Run 1, met1 routing:
Scale bar: 50 um. Cells faint in the background.
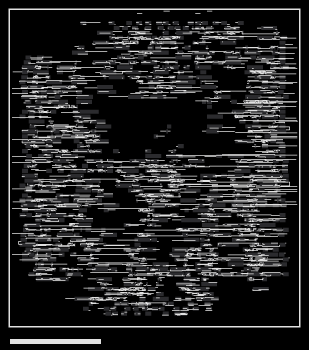
Run 1, M2 wires:
Cells faint in the background.
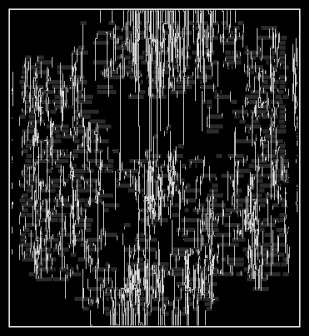
Run 1, the metal 3 layer:
Scale bar: 50 um. Cells faint in the background.
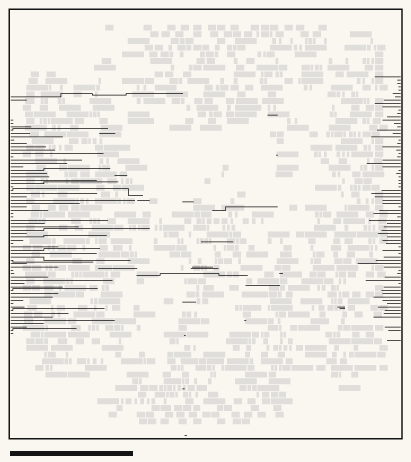
Run 1, cell placement:
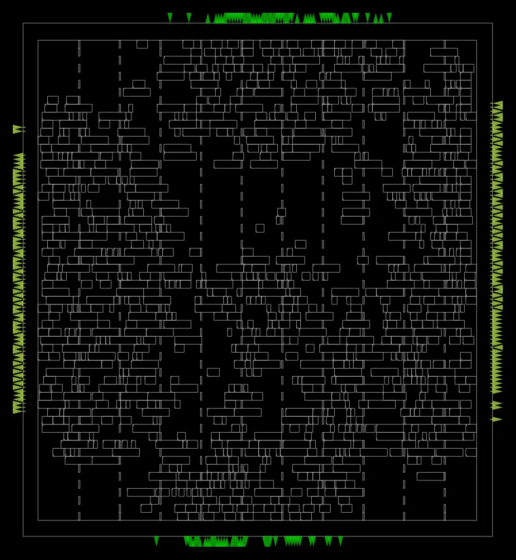
File: src/rtl/cache_req_controller.sv
// rtl/cache_req_controller.sv - request-side sequencer for the cache storage array
//
// Purpose: accepts GET/PUT/DEL commands, drives the array lookup, picks the
// target entry (matching entry or lowest free entry), issues one write or
// delete strobe, returns a status/value response and keeps occupancy and
// saturating hit/miss statistics.
//
// Ports:
//   clk, rst_n                      clock, asynchronous active-low reset
//   req_valid/req_ready             command handshake
//   req_op/req_key/req_value        command (00 GET, 01 PUT, 10 DEL, 11 reserved)
//   rsp_valid/rsp_ready             response handshake
//   rsp_status/rsp_value            00 OK, 01 NOT_FOUND, 10 FULL, 11 INVALID; GET data
//   mem_write/mem_delete            array strobes (only in WRITE)
//   mem_key/mem_value/mem_index     array key, data and one-hot target entry
//   mem_hit/mem_index_in/
//   mem_value_in                    registered lookup result from the array
//   mem_used_entries                per-entry used mask from the array
//   occupancy                       registered popcount of mem_used_entries
//   hit_count/miss_count            saturating GET/DEL hit and miss counters

module cache_req_controller #(
  parameter int NUM_ENTRIES = 8,
  parameter int KEY_WIDTH   = 16,
  parameter int VALUE_WIDTH = 32,
  parameter int STAT_WIDTH  = 16
) (
  input  logic                               clk,
  input  logic                               rst_n,
  input  logic                               req_valid,
  output logic                               req_ready,
  input  logic [1:0]                         req_op,
  input  logic [KEY_WIDTH-1:0]               req_key,
  input  logic [VALUE_WIDTH-1:0]             req_value,
  output logic                               rsp_valid,
  input  logic                               rsp_ready,
  output logic [1:0]                         rsp_status,
  output logic [VALUE_WIDTH-1:0]             rsp_value,
  output logic                               mem_write,
  output logic                               mem_delete,
  output logic [KEY_WIDTH-1:0]               mem_key,
  output logic [VALUE_WIDTH-1:0]             mem_value,
  output logic [NUM_ENTRIES-1:0]             mem_index,
  input  logic                               mem_hit,
  input  logic [NUM_ENTRIES-1:0]             mem_index_in,
  input  logic [VALUE_WIDTH-1:0]             mem_value_in,
  input  logic [NUM_ENTRIES-1:0]             mem_used_entries,
  output logic [$clog2(NUM_ENTRIES+1)-1:0]   occupancy,
  output logic [STAT_WIDTH-1:0]              hit_count,
  output logic [STAT_WIDTH-1:0]              miss_count
);

  localparam int OCC_W = $clog2(NUM_ENTRIES+1);

  localparam logic [1:0] OP_GET = 2'b00;
  localparam logic [1:0] OP_PUT = 2'b01;
  localparam logic [1:0] OP_DEL = 2'b10;
  localparam logic [1:0] OP_RSV = 2'b11;

  localparam logic [1:0] ST_OK        = 2'b00;
  localparam logic [1:0] ST_NOT_FOUND = 2'b01;
  localparam logic [1:0] ST_FULL      = 2'b10;
  localparam logic [1:0] ST_INVALID   = 2'b11;

  typedef enum logic [2:0] {
    S_IDLE   = 3'd0,
    S_LOOKUP = 3'd1,
    S_EVAL   = 3'd2,
    S_WRITE  = 3'd3,
    S_RESP   = 3'd4
  } state_t;

  state_t                   r_state;
  logic [1:0]               r_op;
  logic [VALUE_WIDTH-1:0]   r_value;
  logic                     r_req_ready;
  logic                     r_rsp_valid;
  logic [1:0]               r_rsp_status;
  logic [VALUE_WIDTH-1:0]   r_rsp_value;
  logic                     r_mem_write;
  logic                     r_mem_delete;
  logic [KEY_WIDTH-1:0]     r_mem_key;
  logic [VALUE_WIDTH-1:0]   r_mem_value;
  logic [NUM_ENTRIES-1:0]   r_mem_index;
  logic [OCC_W-1:0]         r_occupancy;
  logic [STAT_WIDTH-1:0]    r_hit_count;
  logic [STAT_WIDTH-1:0]    r_miss_count;

  logic [NUM_ENTRIES-1:0]   w_free_onehot;
  logic                     w_has_free;
  logic [OCC_W-1:0]         w_popcount;

  // Lowest-index free entry: scan from the top so the lowest zero bit wins.
  always_comb begin
    w_free_onehot = '0;
    for (int i = NUM_ENTRIES-1; i >= 0; i--) begin
      if (!mem_used_entries[i]) begin
        w_free_onehot    = '0;
        w_free_onehot[i] = 1'b1;
      end
    end
    w_has_free = ~(&mem_used_entries);
  end

  always_comb begin
    w_popcount = '0;
    for (int i = 0; i < NUM_ENTRIES; i++) begin
      w_popcount = w_popcount + OCC_W'(mem_used_entries[i]);
    end
  end

  always_ff @(posedge clk or negedge rst_n) begin
    if (!rst_n) begin
      r_occupancy <= '0;
    end else begin
      r_occupancy <= w_popcount;
    end
  end

  always_ff @(posedge clk or negedge rst_n) begin
    if (!rst_n) begin
      r_state      <= S_IDLE;
      r_op         <= OP_GET;
      r_value      <= '0;
      r_req_ready  <= 1'b1;
      r_rsp_valid  <= 1'b0;
      r_rsp_status <= ST_OK;
      r_rsp_value  <= '0;
      r_mem_write  <= 1'b0;
      r_mem_delete <= 1'b0;
      r_mem_key    <= '0;
      r_mem_value  <= '0;
      r_mem_index  <= '0;
      r_hit_count  <= '0;
      r_miss_count <= '0;
    end else begin
      case (r_state)
        S_IDLE: begin
          if (req_valid) begin
            r_op        <= req_op;
            r_value     <= req_value;
            r_req_ready <= 1'b0;
            if (req_op == OP_RSV || req_key == '0) begin
              // Rejected without touching the array; mem_key stays 0.
              r_rsp_valid  <= 1'b1;
              r_rsp_status <= ST_INVALID;
              r_rsp_value  <= '0;
              r_state      <= S_RESP;
            end else begin
              r_mem_key <= req_key;
              r_state   <= S_LOOKUP;
            end
          end
        end

        // The array registers its compare at the end of this cycle.
        S_LOOKUP: begin
          r_state <= S_EVAL;
        end

        S_EVAL: begin
          case (r_op)
            OP_GET: begin
              r_rsp_valid <= 1'b1;
              r_mem_key   <= '0;
              r_state     <= S_RESP;
              if (mem_hit) begin
                r_rsp_status <= ST_OK;
                r_rsp_value  <= mem_value_in;
                if (r_hit_count != '1) r_hit_count <= r_hit_count + 1'b1;
              end else begin
                r_rsp_status <= ST_NOT_FOUND;
                r_rsp_value  <= '0;
                if (r_miss_count != '1) r_miss_count <= r_miss_count + 1'b1;
              end
            end
            OP_PUT: begin
              if (mem_hit || w_has_free) begin
                // Update in place on hit, otherwise claim the lowest free entry.
                r_mem_index <= mem_hit ? mem_index_in : w_free_onehot;
                r_mem_write <= 1'b1;
                r_mem_value <= r_value;
                r_state     <= S_WRITE;
              end else begin
                r_rsp_valid  <= 1'b1;
                r_rsp_status <= ST_FULL;
                r_rsp_value  <= '0;
                r_mem_key    <= '0;
                r_state      <= S_RESP;
              end
            end
            OP_DEL: begin
              r_mem_key <= '0;
              if (mem_hit) begin
                r_mem_index  <= mem_index_in;
                r_mem_delete <= 1'b1;
                r_mem_value  <= '0;
                r_state      <= S_WRITE;
                if (r_hit_count != '1) r_hit_count <= r_hit_count + 1'b1;
              end else begin
                r_rsp_valid  <= 1'b1;
                r_rsp_status <= ST_NOT_FOUND;
                r_rsp_value  <= '0;
                r_state      <= S_RESP;
                if (r_miss_count != '1) r_miss_count <= r_miss_count + 1'b1;
              end
            end
            default: begin
              // Reserved ops are filtered in IDLE; answer INVALID defensively.
              r_rsp_valid  <= 1'b1;
              r_rsp_status <= ST_INVALID;
              r_rsp_value  <= '0;
              r_mem_key    <= '0;
              r_state      <= S_RESP;
            end
          endcase
        end

        // Strobes last exactly one cycle; only writes get here, so status is OK.
        S_WRITE: begin
          r_mem_write  <= 1'b0;
          r_mem_delete <= 1'b0;
          r_mem_index  <= '0;
          r_mem_key    <= '0;
          r_mem_value  <= '0;
          r_rsp_valid  <= 1'b1;
          r_rsp_status <= ST_OK;
          r_rsp_value  <= '0;
          r_state      <= S_RESP;
        end

        S_RESP: begin
          if (rsp_ready) begin
            r_rsp_valid  <= 1'b0;
            r_rsp_status <= ST_OK;
            r_rsp_value  <= '0;
            r_req_ready  <= 1'b1;
            r_state      <= S_IDLE;
          end
        end

        default: begin
          r_state     <= S_IDLE;
          r_req_ready <= 1'b1;
        end
      endcase
    end
  end

  assign req_ready  = r_req_ready;
  assign rsp_valid  = r_rsp_valid;
  assign rsp_status = r_rsp_status;
  assign rsp_value  = r_rsp_value;
  assign mem_write  = r_mem_write;
  assign mem_delete = r_mem_delete;
  assign mem_key    = r_mem_key;
  assign mem_value  = r_mem_value;
  assign mem_index  = r_mem_index;
  assign occupancy  = r_occupancy;
  assign hit_count  = r_hit_count;
  assign miss_count = r_miss_count;

endmodule

File: config.mk
export PLATFORM = sky130hd
export DESIGN_NAME = cache_req_controller
export DESIGN_NICKNAME = d
export VERILOG_FILES = /design/src/rtl/cache_req_controller.sv
export SDC_FILE = /design/constraint.sdc
export NUM_CORES = 1
export LEC_CHECK = 0
export CORE_ASPECT_RATIO = 1.1
export CORE_MARGIN = 5
export CORE_UTILIZATION = 30
export CTS_CLUSTER_SIZE = 25
export DETAILED_ROUTE_END_ITERATION = 7
export SYNTH_ARGS = -nofsm -noshare
export SYNTH_HDL_FRONTEND = slang
export SYNTH_SLANG_ARGS = --single-unit
File: constraint.sdc
create_clock -name clk -period 3.9 [get_ports clk]
set_input_delay 0.585 -clock clk [delete_from_list [all_inputs] [get_ports clk]]
set_output_delay 0.585 -clock clk [all_outputs]
set_load 0.01 [all_outputs]
==> Changelog: implementation, run 1 <==
### Implementation results

- Yosys cell count: 706
- YS chip area: 7380 um2
- Post-CTS Setup Bufs: 0
- Cts bufs inserted: 17
- Clk_lat worst skew: 0.42 ns
- Power share of the clock group: 25.1%
- Mux frac, synth: 5.73%
- R2R cell count: 6
- Adder Area Share: 2.95%
- Total die size: 27800 um2
- Dpl cell area: 10100 um2
- Clock-pin slew on the worst setup and hold paths: 0.07 ns
- Post-Syn Nets: 824
- Detailed-route via count: 5853
- Crit path cell chain: clkdlybuf4s50_1, inv_1, fa_1, fa_1, fa_1, inv_1, ha_1, inv_1, fa_1, inv_1
- Die X: 160 um
- Register bit total from synthesis: 167
- Worst hold margin: 0.185 ns
- Fin area: 10700 um2
- Largest class: flip-flops and latches
- Final worst path period share: 80.3%
- Worst Setup SP: mem_used_entries[0]
- Met1 Track Usage GR: 18.1%
- Dominant cells by area after synthesis: dfrtp_1 (56%), nand2_1 (8.5%), mux2_2 (5.2%)
- Crit path max-delay family: adder cells
- Antenna diodes: 1
- Status: complete, no violations
- Cell internal pwr: 4.80 mW
- Residual DRC count: 0
- Main flop type: dfrtp_1
- Worst r2r src: r_op[0]$_DFFE_PN0P_
- Final Non-Filler Cells: 1255
- Top cells by count: nand2_1 (167), dfrtp_1 (166), o21ai_0 (73)
- Ratio of cells with drive above 1 in the final layout: 11.7%
- Setup crit end: occupancy[1]$_DFF_PN0_
- Dpl hpwl: 14600 um
- Clock network area share: 5.90%
- Sequential Power Share: 36.8%
- Largest net degree at the start of global routing: 79
- Top cell excl fill/tap: clkdlybuf4s50_1
- Final Worst Setup Slack: 0.768 ns
- Met2 Track Usage GR: 22.7%
- Synth Instances: 706
- GP Congestion: 0.804
- Synth logic family: simple AND/OR/NAND/NOR gates
- Number of global-route vias before repair: 6012
- Dpl cells: 1223
- Post-CTS Hold Buffers: 0
- Met3 Wirelength: 1950 um
- Clock Skews: 0.00885 ns
- Pwr Total: 7.21 mW
- Clock Sinks: 167
- Non-Clock Buffer Count: 244
- Synth-to-Final Area Change: 45.0%
- Seq share, synth: 56.7%
- NetSw: 2.41 mW
- First-pass GRT wire length: 32800 um
- Routed vias/inst: 4.66
- CP Capture Type: flip-flop
- AND-OR/OR-AND Cells, Area Fraction: 10.8%
- Switching Share: 33.4%
- Number of enable flip-flop cells: 0
Notes on 'met1 routing' above:
- share of all routed wire: 42%
- main direction: horizontal
- longest straight run: 51.5 um
- nets with wire on the layer: 925

Notes on 'M2 wires' above:
- wire length on this layer: 9370 um
- share of all routed wire: 47%
- longest straight run: 77.5 um

Notes on 'the metal 3 layer' above:
- main direction: horizontal
- wire length on this layer: 1950 um
- share of all routed wire: 9.7%

Notes on 'cell placement' above:
num rows: 60
core area: 24300 um2
FF+latch count: 167
final core utilization: 44.0%
filler instances: 2377

==> run 1 -> run 2 <==
Clock period 3.9 ns to 3.1 ns, I/O delays scaled along.
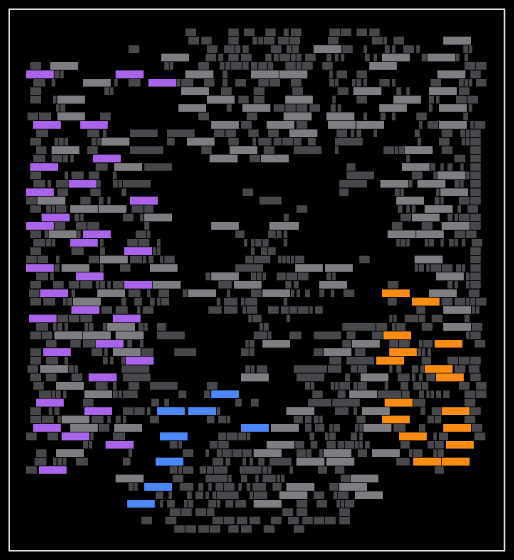
Run 2: where the registers sit
- orange: hit_count (placed flops 16)
- blue: mem_index (placed flops 8)
- purple: r_value (placed flops 32)
- not colored: 111

==> run 2 against run 1 <==
Effect of this change:
- count of clock-buffer cells in the layout shrank 2
- hold slack got worse by 0.11 ns
- sequential share of layout area about the same
- final cell count up 0.40%
- sequential power increased by 26%
- largest power group unchanged
- via count about the same
- routed wire length rose by 0.69%
==> Changelog: implementation, run 2 <==
### Implementation results

- Startpoint types: input pin
- Post-synth top area share: 56.3%
- Final Non-Filler Cells: 1260 (+0.40%)
- Seq share, synth: 56.7% (unchanged)
- Filler instances: 2373 (-0.17%)
- Cell internal pwr: 5.94 mW (+24%)
- AND-OR/OR-AND Cells, Area Fraction: 10.8% (unchanged)
- Top cells excl fill/tap: clkdlybuf4s50_1 (231), nand2_1 (167), dfrtp_1 (166)
- Post-Syn Nets: 824 (unchanged)
- Capture point of the worst reg-to-reg path: mem_key[4]$_DFFE_PN0P_
- Synth area leader: dfrtp_1
- Status: complete, no violations
- Final Setup Violations: 0
- Worst Setup SP: mem_used_entries[0]
- Worst Path Arrival: 3.21 ns
- Dpl cell area: 10100 um2 (+0.32%)
- Comb area share: 27.7%
- Die X: 160 um (unchanged)
- Residual DRC count: 0 (unchanged)
- Actual slew at the worst max-slew pin: 1.00 ns
- Multi-input gates: 479
- Flop share of the area: 39.0%
- Pwr Total: 9.03 mW (+25%)
- Routed WL: 20200 um
- Global Route Usage Sum: 14.6%
- Number of enable flip-flop cells: 0 (unchanged)
- Worst hold margin: 0.0793 ns (-0.106 ns)
- Slew margin rel.: 32.9%
- GP Congestion: 0.815 (+1.3%)
- Clock-pin slew on the worst setup and hold paths: 0.07 ns (about the same)
- Pwr dens: 843 nW/um2
- Tool warnings: 31
- Worst r2r src: r_state[0]$_DFFE_PN0P_
- Yosys warning tally: 0
- Synth Instances: 706 (unchanged)
- Wl on met1: 8970 um
- Fmax: 344 MHz
- R2R cell count: 5 (-1)
- Switching Share: 34.2% (+0.80 points)
- Inverters, non-clock: 23
- Clock Skews: 0.00689 ns (-0.00197 ns)
- Avg Cell Area, Syn: 10.4 um2
- Sum Neg Setup Slack: 0 ns
- CP Capture Type: flip-flop
- Synth top cell by count: nand2_1
- Met1 Track Usage GR: 19.2% (+1.0 points)
- Met3 Track Usage GR: 5.07%
- Synthesized area: 7380 um2
- Clock Power: 2.22 mW
- Setup crit end: occupancy[2]$_DFF_PN0_
- Cts bufs inserted: 17 (unchanged)
- Power share of the clock group: 24.6% (-0.5 points)
- Crit-path max FO: 2
- Sequential Power Share: 37.0% (+0.2 points)
- Met3 Wirelength: 1650 um (-15%)
- Sequential cell area: 4180 um2
- Routed vias/inst: 4.65 (-0.33%)
- Combinational Power Share: 38.4%
- Non-Clock Buffer Count: 249 (+2.0%)
- Core Util at FP: 30.3%
- Adder Area Share: 2.95% (unchanged)
- Crit path cell chain: clkdlybuf4s50_1, inv_1, fa_1, fa_1, fa_1, inv_1, ha_1, inv_1, fa_1, xnor2_1
- Detailed-route via count: 5857 (+0.068%)
- # clk buffers: 19
- Top cells by count: nand2_1 (167), dfrtp_1 (166), o21ai_0 (73)
- Clk_lat worst skew: 0.42 ns (about the same)
- Ratio of cells with drive above 1 in the final layout: 12.3% (+0.66 points)
- Met2 Track Usage GR: 22.7% (-0.053 points)
- GR Overflow Total: 0
- Peak VDD IR: 458 uV
- Fin area: 10700 um2 (about the same)
- Largest class: flip-flops and latches
- Drt first pass iters: 4
- Dpl ws: -0.261 ns
- Antenna diodes: 0 (-1)
- Tapcells: 310
- Worst path most repeated cell: fa_1
- Final critical-path required period: 2.91 ns
- Logic area: 2960 um2
- Core area: 24300 um2 (unchanged)
- I/O Buffers: 232
- CP required: 3.40 ns
- First-pass GRT wire length: 33300 um (+1.4%)
- Dpl cells: 1228 (+0.41%)
- Max Transition Viols Final: 0
- FF+latch count: 167 (unchanged)
- Initial antenna violation count: 0
- FF-to-FF setup slack: 0.32 ns
- Clock network area share: 5.70% (-0.19 points)
- Unrepaired setup endpoints after global routing: no
- NetSw: 3.09 mW (+28%)
- Yosys cell count: 706 (unchanged)
- Crit path max-delay family: adder cells
- CTS HTree Levels: 4
- WL per Instance: 16.1 um
- Num rows: 60 (unchanged)
- Comb pwr: 3.47 mW
- Root buf cell: clkbuf_16
- Post-CTS Hold Buffers: 0 (unchanged)
- Yosys simple share: 17.3%
- Total die size: 27800 um2 (unchanged)
- Cts repair resizes: 0
- Detailed Route Iter0 Violations: 197
- CTS tree: done
- Ys async rst share: 100%
- Main flop type: dfrtp_1
- CP max stage delay: 0.55 ns
- Routed length on met2: 9190 um
- Final worst path period share: 93.8%
- Final Worst Setup Slack: 0.193 ns (-0.574 ns)
- Largest net degree at the start of global routing: 75 (-5.1%)
- Critical path's slowest cell: fa_1
- Dominant cells by area after synthesis: dfrtp_1 (56%), nand2_1 (8.5%), mux2_2 (5.2%)
- Die Y: 174 um
- Final hold vios: 0
- Dpl hpwl: 14800 um (+1.5%)
- Synth-to-Final Area Change: 45.1% (about the same)
- Seq pwr: 3.34 mW
- Num ports: 233
- Clock Sinks: 167 (unchanged)
- Mux frac, synth: 5.73% (unchanged)
- Top layer in use: met4
- Most Crowded Layer GR: met2
- Max-Cap Viols: 0
- Top cell excl fill/tap: clkdlybuf4s50_1
- Post-CTS Setup Bufs: 0 (unchanged)
- YS chip area: 7380 um2 (unchanged)
- Final core utilization: 44.0% (about the same)
- Max clock buf depth: 2
- WP depth: 10
- Register bit total from synthesis: 167 (unchanged)
- Synth logic family: simple AND/OR/NAND/NOR gates
- Antenna-violating nets left: 0
- Largest Pwr Group: combinational logic
- XOR/XNOR share of the synthesized area: 3.21%
- Buf/Inv on CP: 4
- Number of global-route vias before repair: 6045 (+0.55%)
- Nets@finish: 1055
Run 2, met1 routing:
Scale bar: 50 um. Cells faint in the background.
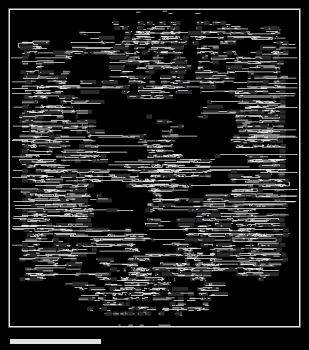

==> run 2 -> run 3 <==
Settings changed: ABC_AREA set to 1.
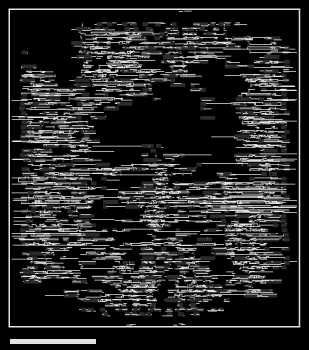
Run 3: met1 routing
Scale bar: 50 um. Cells faint in the background.
- main direction: horizontal
- share of all routed wire: 45%
- wire length on this layer: 10600 um
- nets with wire on the layer: 1270
- longest straight run: 38.2 um

==> run 3 against run 2 <==
Effect of this change:
- critical path depth stayed put
- worst setup slack better by 0.0081 ns
- register-to-register slack better by 0.61 ns
- global-route usage is 0.76 points higher
- synthesized cell count is 52% higher
- design area is 7.4% higher
- first-iteration DRC count is 150% higher
- synthesized area is 12% higher
- final cell count is 33% higher
==> Changelog: implementation, run 3 <==
### Implementation results

- Sequential cell area: 4180 um2 (unchanged)
- Adder Area Share: 2.64% (-0.31 points)
- Crit path cell chain: clkdlybuf4s50_1, inv_1, fa_1, fa_1, fa_1, inv_1, ha_1, inv_1, fa_1, inv_1
- Top layer in use: met5
- Final core utilization: 42.5% (-1.5 points)
- Final worst path period share: 93.5% (-0.26 points)
- Cell internal pwr: 5.72 mW (-3.7%)
- Post-CTS Setup Bufs: 0 (unchanged)
- Final hold vios: 0 (unchanged)
- Avg Cell Area, Syn: 7.69 um2 (-26%)
- Pleak: 5.73 nW
- GP Congestion: 0.808 (-0.82%)
- Number of enable flip-flop cells: 0 (unchanged)
- Cts repair resizes: 0 (unchanged)
- Number of global-route vias before repair: 7336 (+21%)
- Max-Cap Viols: 0 (unchanged)
- CP Class: in -> reg
- Final Worst Setup Slack: 0.202 ns (+0.00812 ns)
- Clock Sinks: 167 (unchanged)
- CTS HTree Levels: 4 (unchanged)
- Largest class: flip-flops and latches
- Capture point of the worst reg-to-reg path: hit_count[11]$_DFFE_PN0P_
- Non-Clock Buffer Count: 249 (unchanged)
- Most Crowded Layer GR: met2
- Peak VDD IR: 469 uV (+2.4%)
- Dominant cells by area after synthesis: dfrtp_1 (50%), nand2_1 (21%), nor2_1 (4.8%)
- Drt first pass iters: 4 (unchanged)
- Seq pwr: 3.37 mW (about the same)
- Tool warnings: 31 (unchanged)
- Global Route Usage Sum: 15.3% (+0.76 points)
- Root buf cell: clkbuf_16
- First-pass GRT wire length: 38600 um (+16%)
- Worst Path Arrival: 3.21 ns (about the same)
- Synth Instances: 1071 (+52%)
- Top cell excl fill/tap: nand2_1
- Ratio of cells with drive above 1 in the final layout: 5.63% (-6.7 points)
- Mux frac, synth: 0% (-5.7 points)
- Detailed-route via count: 7345 (+25%)
- Unrepaired setup endpoints after global routing: no
- Num ports: 233 (unchanged)
- WP depth: 10 (unchanged)
- Comb area share: 30.0% (+2.3 points)
- Routed vias/inst: 4.40 (-5.4%)
- Multi-input gates: 764 (+59%)
- Final Non-Filler Cells: 1671 (+33%)
- Clock Skews: 0.0112 ns (+0.00436 ns)
- Slew margin rel.: 54.0% (+21 points)
- Die X: 168 um (+5.3%)
- Critical path's slowest cell: fa_1
- Synth top cell by count: nand2_1
- Max Transition Viols Final: 0 (unchanged)
- Post-Syn Nets: 1189 (+44%)
- Clk_lat worst skew: 0.42 ns (about the same)
- Post-CTS Hold Buffers: 0 (unchanged)
- Logic area: 3440 um2 (+16%)
- Met3 Wirelength: 1930 um (+17%)
- Cts bufs inserted: 17 (unchanged)
- Max clock buf depth: 2 (unchanged)
- Top cells excl fill/tap: nand2_1 (458), clkdlybuf4s50_1 (231), dfrtp_1 (166)
- Dpl cells: 1639 (+33%)
- Yosys warning tally: 0 (unchanged)
- Status: complete, no violations
- R2R cell count: 10 (+5)
- Clock-pin slew on the worst setup and hold paths: 0.07 ns (about the same)
- Top cells by count: nand2_1 (458), dfrtp_1 (166), nor2_1 (105)
- FF-to-FF setup slack: 0.93 ns (+0.61 ns)
- Total die size: 30900 um2 (+11%)
- Residual DRC count: 0 (unchanged)
- Combinational Power Share: 42.8% (+4.4 points)
- Met1 Track Usage GR: 20.1% (+0.89 points)
- Core Util at FP: 30.5% (+0.13 points)
- Synthesized area: 8230 um2 (+12%)
- Setup crit end: occupancy[1]$_DFF_PN0_
- Routed WL: 23500 um (+16%)
- Filler instances: 2759 (+16%)
- WL per Instance: 14.0 um (-13%)
- Seq share, synth: 50.8% (-5.9 points)
- Fin area: 11500 um2 (+7.4%)
- Sum Neg Setup Slack: 0 ns (unchanged)
- NetSw: 3.77 mW (+22%)
- Largest net degree at the start of global routing: 80 (+6.7%)
- Initial antenna violation count: 2 (+2)
- Post-synth top area share: 50.4% (-5.9 points)
- Crit-path max FO: 2 (unchanged)
- Power share of the clock group: 21.6% (-3.0 points)
- Synth-to-Final Area Change: 39.6%
- Ys async rst share: 100% (unchanged)
- YS chip area: 8230 um2 (+12%)
- Met2 Track Usage GR: 24.6% (+2.0 points)
- CP Capture Type: flip-flop
- FF+latch count: 167 (unchanged)
- Met3 Track Usage GR: 5.46% (+0.39 points)
- Num rows: 63 (+5.0%)
- Worst r2r src: r_op[0]$_DFFE_PN0P_
- # clk buffers: 19 (unchanged)
- Final Setup Violations: 0 (unchanged)
- Synth logic family: simple AND/OR/NAND/NOR gates
- Fmax: 345 MHz (+0.28%)
- Wl on met1: 10600 um (+18%)
- Pwr dens: 826 nW/um2 (-2.1%)
- Die Y: 184 um (+5.3%)
- Largest Pwr Group: combinational logic
- Yosys simple share: 32.5% (+15 points)
- Inverters, non-clock: 102 (+340%)
- CP max stage delay: 0.55 ns (about the same)
- Buf/Inv on CP: 5 (+1)
- CP required: 3.41 ns (about the same)
- Final critical-path required period: 2.90 ns (-0.00812 ns)
- Sequential Power Share: 35.5% (-1.5 points)
- Register bit total from synthesis: 167 (unchanged)
- Worst hold margin: 0.0542 ns (-0.0251 ns)
- I/O Buffers: 232 (unchanged)
- Startpoint types: input pin
- Tapcells: 357 (+15%)
- Routed length on met2: 10700 um (+16%)
- XOR/XNOR share of the synthesized area: 2.66% (-0.55 points)
- CTS tree: done
- Dpl cell area: 10900 um2 (+8.3%)
- Yosys cell count: 1071 (+52%)
- Synth area leader: dfrtp_1
- Clock network area share: 4.91% (-0.79 points)
- AND-OR/OR-AND Cells, Area Fraction: 3.98% (-6.8 points)
- Comb pwr: 4.07 mW (+17%)
- Main flop type: dfrtp_1
- Core area: 27000 um2 (+11%)
- Pwr Total: 9.49 mW (+5.1%)
- GR Overflow Total: 0 (unchanged)
- Flop share of the area: 36.4% (-2.7 points)
- Actual slew at the worst max-slew pin: 0.688 ns (-0.316 ns)
- Worst Setup SP: mem_used_entries[0]
- Hold WC Path Type: in -> async
- Switching Share: 39.7% (+5.5 points)
- Antenna diodes: 0 (unchanged)
- Detailed Route Iter0 Violations: 491 (+150%)
- Dpl ws: -0.230 ns (+0.0316 ns)
- Antenna-violating nets left: 0 (unchanged)
- Clock Power: 2.05 mW (-8%)
- Dpl hpwl: 16500 um (+11%)
- Crit path max-delay family: adder cells
- Nets@finish: 1419 (+35%)
Power and IR drop assume default switching activity.
